File: src/rtl/demux_reg_pair.sv
// Receiving-side select register pair: routes accepted bytes into slot A (s=1)
// or slot B (s=0), tracks occupancy with a 4-state FSM and counts refused writes.
module demux_reg_pair #(
  parameter int W     = 8,
  parameter int CNT_W = 8
) (
  input  logic             clk,
  input  logic             reset,
  input  logic             enable,
  input  logic             s,
  input  logic [W-1:0]     d_in,
  input  logic             d_valid,
  output logic             d_ready,
  input  logic             rd_a,
  input  logic             rd_b,
  output logic [W-1:0]     a_out,
  output logic [W-1:0]     b_out,
  output logic             a_full,
  output logic             b_full,
  output logic             L,
  output logic [CNT_W-1:0] drops
);

  typedef enum logic [1:0] {
    EMPTY  = 2'b00,
    HAVE_A = 2'b01,
    HAVE_B = 2'b10,
    BOTH   = 2'b11
  } state_t;

  state_t state, state_next;

  logic wr, wr_a, wr_b;
  logic rd_a_eff, rd_b_eff;
  logic refused;
  logic a_next, b_next;

  assign a_full = (state == HAVE_A) || (state == BOTH);
  assign b_full = (state == HAVE_B) || (state == BOTH);
  assign L      = (state == BOTH);

  // A full slot can still take a write when it is being drained in the same cycle.
  assign d_ready  = enable & (s ? (~a_full | rd_a) : (~b_full | rd_b));
  assign wr       = enable & d_valid & d_ready;
  assign wr_a     = wr & s;
  assign wr_b     = wr & ~s;
  assign rd_a_eff = enable & rd_a & a_full;
  assign rd_b_eff = enable & rd_b & b_full;
  assign refused  = enable & d_valid & ~d_ready;

  always_comb begin
    state_next = state;
    a_next     = (a_full & ~rd_a_eff) | wr_a;
    b_next     = (b_full & ~rd_b_eff) | wr_b;
    case ({b_next, a_next})
      2'b00:   state_next = EMPTY;
      2'b01:   state_next = HAVE_A;
      2'b10:   state_next = HAVE_B;
      default: state_next = BOTH;
    endcase
  end

  always_ff @(posedge clk or negedge reset) begin
    if (!reset) begin
      state <= EMPTY;
    end else begin
      state <= state_next;
    end
  end

  // Reads only clear occupancy; the held value stays visible on a_out/b_out.
  always_ff @(posedge clk or negedge reset) begin
    if (!reset) begin
      a_out <= '0;
      b_out <= '0;
    end else begin
      if (wr_a) a_out <= d_in;
      if (wr_b) b_out <= d_in;
    end
  end

  always_ff @(posedge clk or negedge reset) begin
    if (!reset) begin
      drops <= '0;
    end else if (refused && (drops != {CNT_W{1'b1}})) begin
      drops <= drops + CNT_W'(1);
    end
  end

endmodule
File: config.mk
export PLATFORM = sky130hd
export DESIGN_NAME = demux_reg_pair
export DESIGN_NICKNAME = d
export VERILOG_FILES = /design/src/rtl/demux_reg_pair.sv
export SDC_FILE = /design/constraint.sdc
export NUM_CORES = 1
export LEC_CHECK = 0
export CAP_MARGIN = 10
export CORE_MARGIN = 1
export CORE_UTILIZATION = 43
export CTS_CLUSTER_DIAMETER = 30
export DETAILED_ROUTE_END_ITERATION = 8
export GPL_ROUTABILITY_DRIVEN = 0
export PLACE_DENSITY = 0.78
export REMOVE_ABC_BUFFERS = 1
export SLEW_MARGIN = 10
export SYNTH_ARGS = -nofsm -noshare
export SYNTH_HDL_FRONTEND = slang
export SYNTH_SLANG_ARGS = --single-unit
File: constraint.sdc
create_clock -name clk -period 2.1 [get_ports clk]
set_clock_uncertainty 0.05 [all_clocks]
set_input_delay 0.525 -clock clk [delete_from_list [all_inputs] [get_ports clk]]
set_output_delay 0.525 -clock clk [all_outputs]
set_load 0.02 [all_outputs]
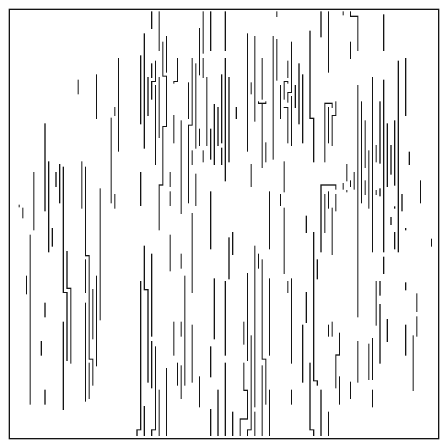
Fig. 1. Signal wires on met2 (run 1).
- share of all routed wire: 55%
- main direction: vertical
- wire length on this layer: 1,300 um
- nets with wire on the layer: 150
- longest straight run: 28.9 um

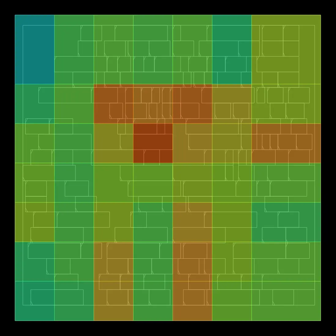
Fig. 2. Congestion heat map (run 1).
met1 Use GR: 0.215
global route hottest layer: met2
M2 GR Usage: 0.327
met3 usage: 0.0172
Tot GR Track Use: 0.180

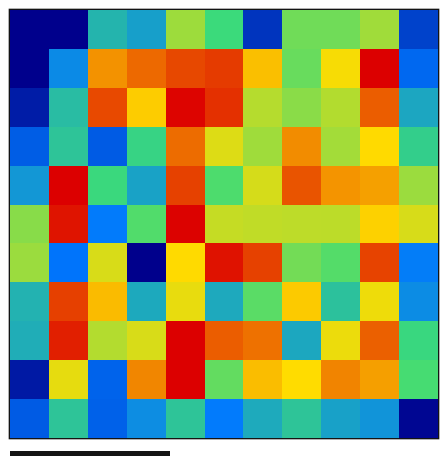
Fig. 3. Local utilization (run 1).
Bar = 20 um. 11 x 11 tiles, from dark blue (low) to red (high), 0 to 100% covered.
- fullest tile: 100%
- emptiest ninth of the die: north-west
- nearly empty tiles: 4.1%
- tiles over 75% full: 32%
- mean over tiles: 58%

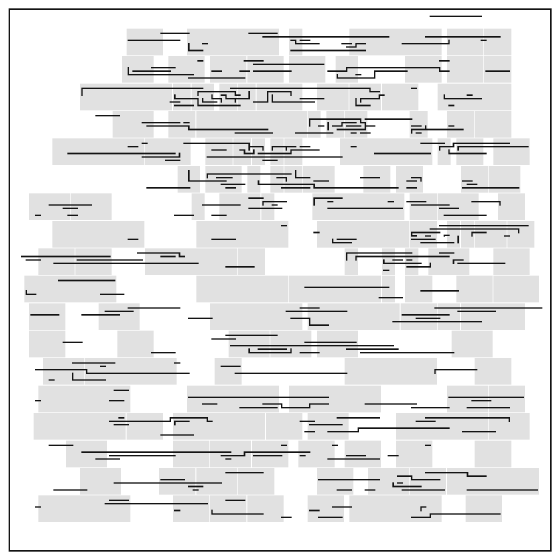
Fig. 4. Signal wires on met1 (run 1).
- main direction: horizontal
- longest straight run: 16.1 um
- wire length on this layer: 965 um
- share of all routed wire: 41%
- nets with wire on the layer: 135

run 1: layout make-up:
| class | count | area share |
|---|---|---|
| clock buffer | 3 | 0.0132 |
| clock inverter | 1 | 0.0176 |
| multi-input combinational | 59 | 0.278 |
| sequential | 26 | 0.381 |
| tap | 30 | 0.0220 |
| timing repair buffer | 52 | 0.288 |
run 1: per-stage QoR:
stage / cells / setup TNS, ns / cell area, um2 / util / power (mW)
after CTS: 171 / 0 / 1710 / 0.683 / 1.60
after detailed placement: 167 / -6.73 / 1650 / 0.662 / 1.26
after floorplan: 85 / 0 / 1120 / - / 0.947
final: 171 / 0 / 1710 / 0.684 / 1.58
after global placement: 167 / -5.96 / 1650 / 0.662 / 1.25
after global routing: 171 / 0 / 1710 / 0.684 / 1.66
==> Slide: Implementation Results, run 1 <==
Implementation Results

Run status
  • Status: finished, final reports clean

Clock tree
  • Worst skew pair latency: 0.31 ns
  • Sink Count: 26
  • Post-CTS setup buffer count: 0

Setup path
  • Critical path cell sequence: dlygate4sd2_1, or3b_4, and3_4, buf_4
  • Reg2Reg Depth: 5
  • R2R Setup Slk: 0.31 ns
  • Reg2Reg Launch Point: state[1]
  • Origin of the worst setup path: rd_b
  • Crit path DRT: about 1.5 ns
  • Reg2reg end: drops[1]
  • Kind of critical path: in -> out

Placement
  • Post-DP HPWL: approximately 1800 um
  • Pre-CTS setup slack: -0.553 ns

Logic synthesis
  • Post-synthesis cell count: 88
  • XOR Share, Synth: 0.0231
  • Aoi share: 0.0384
  • Top cell type by instance count after synthesis: dfrtp_1
  • Commonest cells post-synth: 26 x dfrtp_1, 16 x mux2_2, 11 x nand2_1, 4 x nor2_1
  • Post-synth EDFFs: 0
  • Asr flop ratio synth: 1.00
  • Dominant cell type by area after synthesis: dfrtp_1
  • Yosys warning tally: 0

Final timing
  • Slew Limit Headroom: 0.694
  • Fin crit share: 0.992
  • Worst hold margin: around 0.46 ns
  • Unrepaired setup endpoints after global routing: false
  • Final hold vios: 0

Die
  • Core area: around 2500 um2
  • Die area: about 2900 um2
  • # IOs: approximately 43
  • Die height: between 50 and 60 um

Global route
  • Vias in the first global route: 885
  • GRT overflow: 0
  • First-pass GRT wire length: between 3000 and 4000 um
  • Initial antenna violation count: 0

Detailed routing
  • DR WL/cell: 13.8 um
  • Met3 wire length: 74 um
  • Drt first pass iters: 4
  • Met2 routed WL: approximately 1300 um
  • Vias/cell: between 5 and 6
  • Vias: 875

Power and ir drop
  • Logic power comb: 0.568 mW
  • Pwr top: registers
  • Power share of the combinational group: 0.358
  • Power Clock: ~0.34 mW
  • Pint: roughly 1.1 mW
  • PwrDens: just over 900 nW/um2
  • Net Sw Frac: 0.304

Cells and area
  • Most frequent cells in the layout: 38 x clkdlybuf4s50_1, 26 x dfrtp_1, 16 x mux2_2
  • Reg area: roughly 650 um2
  • Top Registers: a_out x8, b_out x8, drops x8
  • Tally of filler cells in the layout: 195
  • Diode count: 0
  • Layout Nets: around 160
  • Logic area: around 480 um2
  • Area grow syn2layout: 49.9%
  • Top cell excl fill/tap: clkdlybuf4s50_1

Run
  • Log Warnings: 25

Min path
  • Hold path cells: 1
Fig. 5: run 1, cells by drive strength
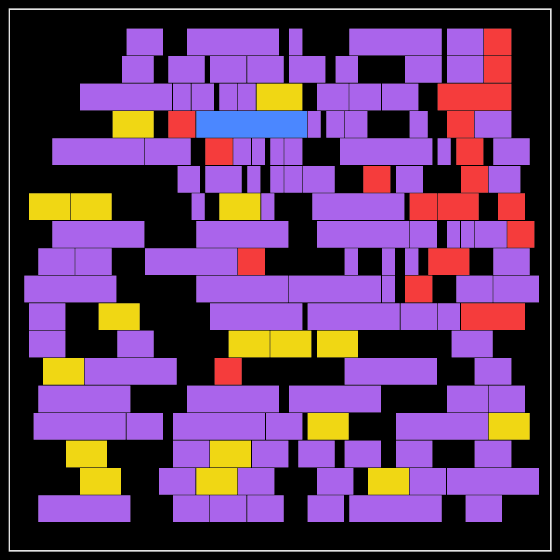

--- run 2 (diff from run 1) ---
RECOVER_POWER = 25   (was not set)
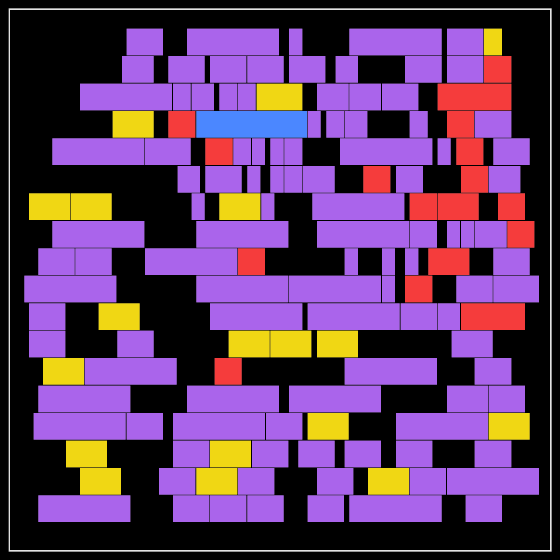
Fig. 6. Cells by drive strength (run 2).
- drive 2: yellow (cells 18)
- drive 1 or less: purple (cells 105)
- drive 3 to 4: red (cells 17)
- drive 6 and up: blue (cells 1)

==> run 2 against run 1 <==
Compared with the run above: worst setup slack is the same; die size is the same; cell count is the same; count of clock-buffer cells in the layout is the same; critical path depth is the same; first-iteration DRC count is the same; worst hold slack is the same; power is essentially flat; sequential share of layout area grew 0.056 points; clock power is essentially flat; critical path type unchanged; critical endpoint unchanged; largest power group unchanged.
==> Slide: Implementation Results, run 2 <==
Implementation Results

Logic synthesis
  • XOR Share, Synth: 0.0231 (unchanged)
  • Post-synthesis instance area: 1140 um2 (unchanged)
  • Dominant cell type by area after synthesis: dfrtp_1 (unchanged)
  • Area leader share: 0.571 (unchanged)
  • Asr flop ratio synth: 1.00 (unchanged)
  • Post-synthesis cell count: 88 (unchanged)
  • Post-synth EDFFs: 0 (unchanged)
  • Top cell type by instance count after synthesis: dfrtp_1 (unchanged)
  • Commonest cells post-synth: 26 x dfrtp_1, 16 x mux2_2, 11 x nand2_1, 4 x nor2_1 (unchanged)
  • Register area share after synthesis: 0.571 (unchanged)
  • Yosys warning tally: 0 (unchanged)
  • Aoi share: 0.0384 (unchanged)

Die
  • Die Wd: 53.5 um (unchanged)
  • Row Count: 18 (unchanged)
  • Die height: 53.5 um (unchanged)
  • # IOs: 43 (unchanged)
  • Tap Cells: 30 (unchanged)
  • Fp util: 0.456 (unchanged)
  • Core area: 2500 um2 (unchanged)
  • Die area: 2860 um2 (unchanged)

Min path
  • Hold crit path type: reg -> reg (unchanged)

Clock tree
  • Sink Count: 26 (unchanged)
  • Worst skew pair latency: 0.31 ns (about the same)
  • CTS-repair resized insts: 8 (unchanged)
  • CTS Buf Count: 3 (unchanged)
  • Root buffer cell: clkbuf_4 (unchanged)
  • Hold buffer count at cts: 0 (unchanged)
  • Post-CTS setup buffer count: 0 (unchanged)

Final timing
  • Final hold vios: 0 (unchanged)
  • Fin crit share: 0.992 (unchanged)
  • Worst hold margin: 0.459 ns (unchanged)
  • Fmax: 480 MHz (unchanged)
  • Slew Limit Headroom: 0.587 (was 0.694)
  • Total negative slack: 0 ns (unchanged)
  • Unrepaired setup endpoints after global routing: false (unchanged)

Detailed routing
  • Met3 wire length: 74 um (unchanged)
  • ANT nets after route: 0 (unchanged)
  • Vias: 875 (unchanged)
  • DR WL/cell: 13.8 um (unchanged)
  • Met2 routed WL: 1300 um (unchanged)
  • Vias/cell: 5.12 (unchanged)
  • Iteration-0 DRC Markers: 8 (unchanged)
  • Met1 Wirelength: 965 um (unchanged)
  • Drt first pass iters: 4 (unchanged)

Power and ir drop
  • Power share of the combinational group: 0.358 (about the same)
  • Net Sw Frac: 0.304 (about the same)
  • Pint: 1.10 mW (about the same)
  • PwrDens: 927 nW/um2 (about the same)
  • Logic power comb: 0.567 mW (was 0.568 mW)
  • Power Clock: 0.336 mW (about the same)
  • VDD IR max: 0.617 mV (about the same)
  • Pwr top: registers (unchanged)
  • Flop pwr share: 0.429 (about the same)
  • Sw power: 0.481 mW (about the same)

Cells and area
  • Top Registers: a_out x8, b_out x8, drops x8 (unchanged)
  • Clock-cell share: 0.0308 (was 0.0307)
  • Diode count: 0 (unchanged)
  • Top cell category: sequential cells (unchanged)
  • Layout Nets: 158 (unchanged)
  • NonClk Buf Share: 0.287 (was 0.288)
  • Area grow syn2layout: 49.7% (was 49.9%)
  • Tally of filler cells in the layout: 194 (was 195)
  • Logic area: 475 um2 (unchanged)
  • Reg area: 651 um2 (unchanged)
  • Most frequent cells in the layout: 37 x clkdlybuf4s50_1, 26 x dfrtp_1, 16 x mux2_2 (was 38 x clkdlybuf4s50_1, 26 x dfrtp_1, 16 x mux2_2)
  • Sequential share of cell area: 0.381 (about the same)
  • Seq cells: 26 (unchanged)
  • Logic share of the area: 0.279 (was 0.278)
  • Layout clock buffer count: 3 (unchanged)
  • Repair and plain buffers: 52 (unchanged)
  • Inverter count: 0 (unchanged)
  • Post-layout util: 0.683 (was 0.684)
  • Comb gates: 59 (unchanged)
  • Fin cells: 171 (unchanged)
  • Top cell excl fill/tap: clkdlybuf4s50_1 (unchanged)

Global route
  • Met3 usage: 0.0172 (unchanged)
  • Initial antenna violation count: 0 (unchanged)
  • First-pass GRT wire length: 3680 um (unchanged)
  • Largest net degree at the start of global routing: 27 (unchanged)
  • M2 GR Usage: 0.327 (unchanged)
  • Met1 Use GR: 0.215 (unchanged)
  • Global route hottest layer: met2 (unchanged)
  • Tot GR Track Use: 0.180 (unchanged)
  • GRT overflow: 0 (unchanged)
  • Vias in the first global route: 885 (unchanged)

Setup path
  • Kind of critical path: in -> out (unchanged)
  • Crit path DRT: 1.52 ns (about the same)

Run
  • Max-cap violations: 0 (unchanged)
  • Log Warnings: 25 (unchanged)

Placement
  • DP Cell Count: 167 (unchanged)
  • Post-DP HPWL: 1770 um (unchanged)

Run status
  • Status: finished, final reports clean (unchanged)
## run 2: critical path, stage by stage
cell and delay (ns):
dlygate4sd2_1 0.25, or3b_4 0.40, and3_4 0.19, buf_4 0.15
## run 2: final timing paths
check                          from        to  slack, ns  depth (start not counted)
max reg2reg                state[1]  drops[1]       0.31                          5
min reg2reg                b_out[3]  b_out[3]       0.46                          1
min in group asynchronous     reset  drops[7]       0.68                          2
min                        b_out[3]  b_out[3]       0.46                          1
max in group asynchronous     reset  a_out[0]       0.92                          2
max                            rd_b   d_ready       0.02                          4
## run 2: through the flow
stage	total power, mW	cell area [um2]	setup WS, ns
2_1_floorplan	0.947	1120	0.186
3_3_place_gp	1.25	1650	-0.536
3_5_place_dp	1.26	1650	-0.553
4_1_cts	1.60	1710	0.0138
5_1_grt	1.66	1710	0.00177
6_report	1.58	1710	0.0172
Power and IR drop assume default switching activity.
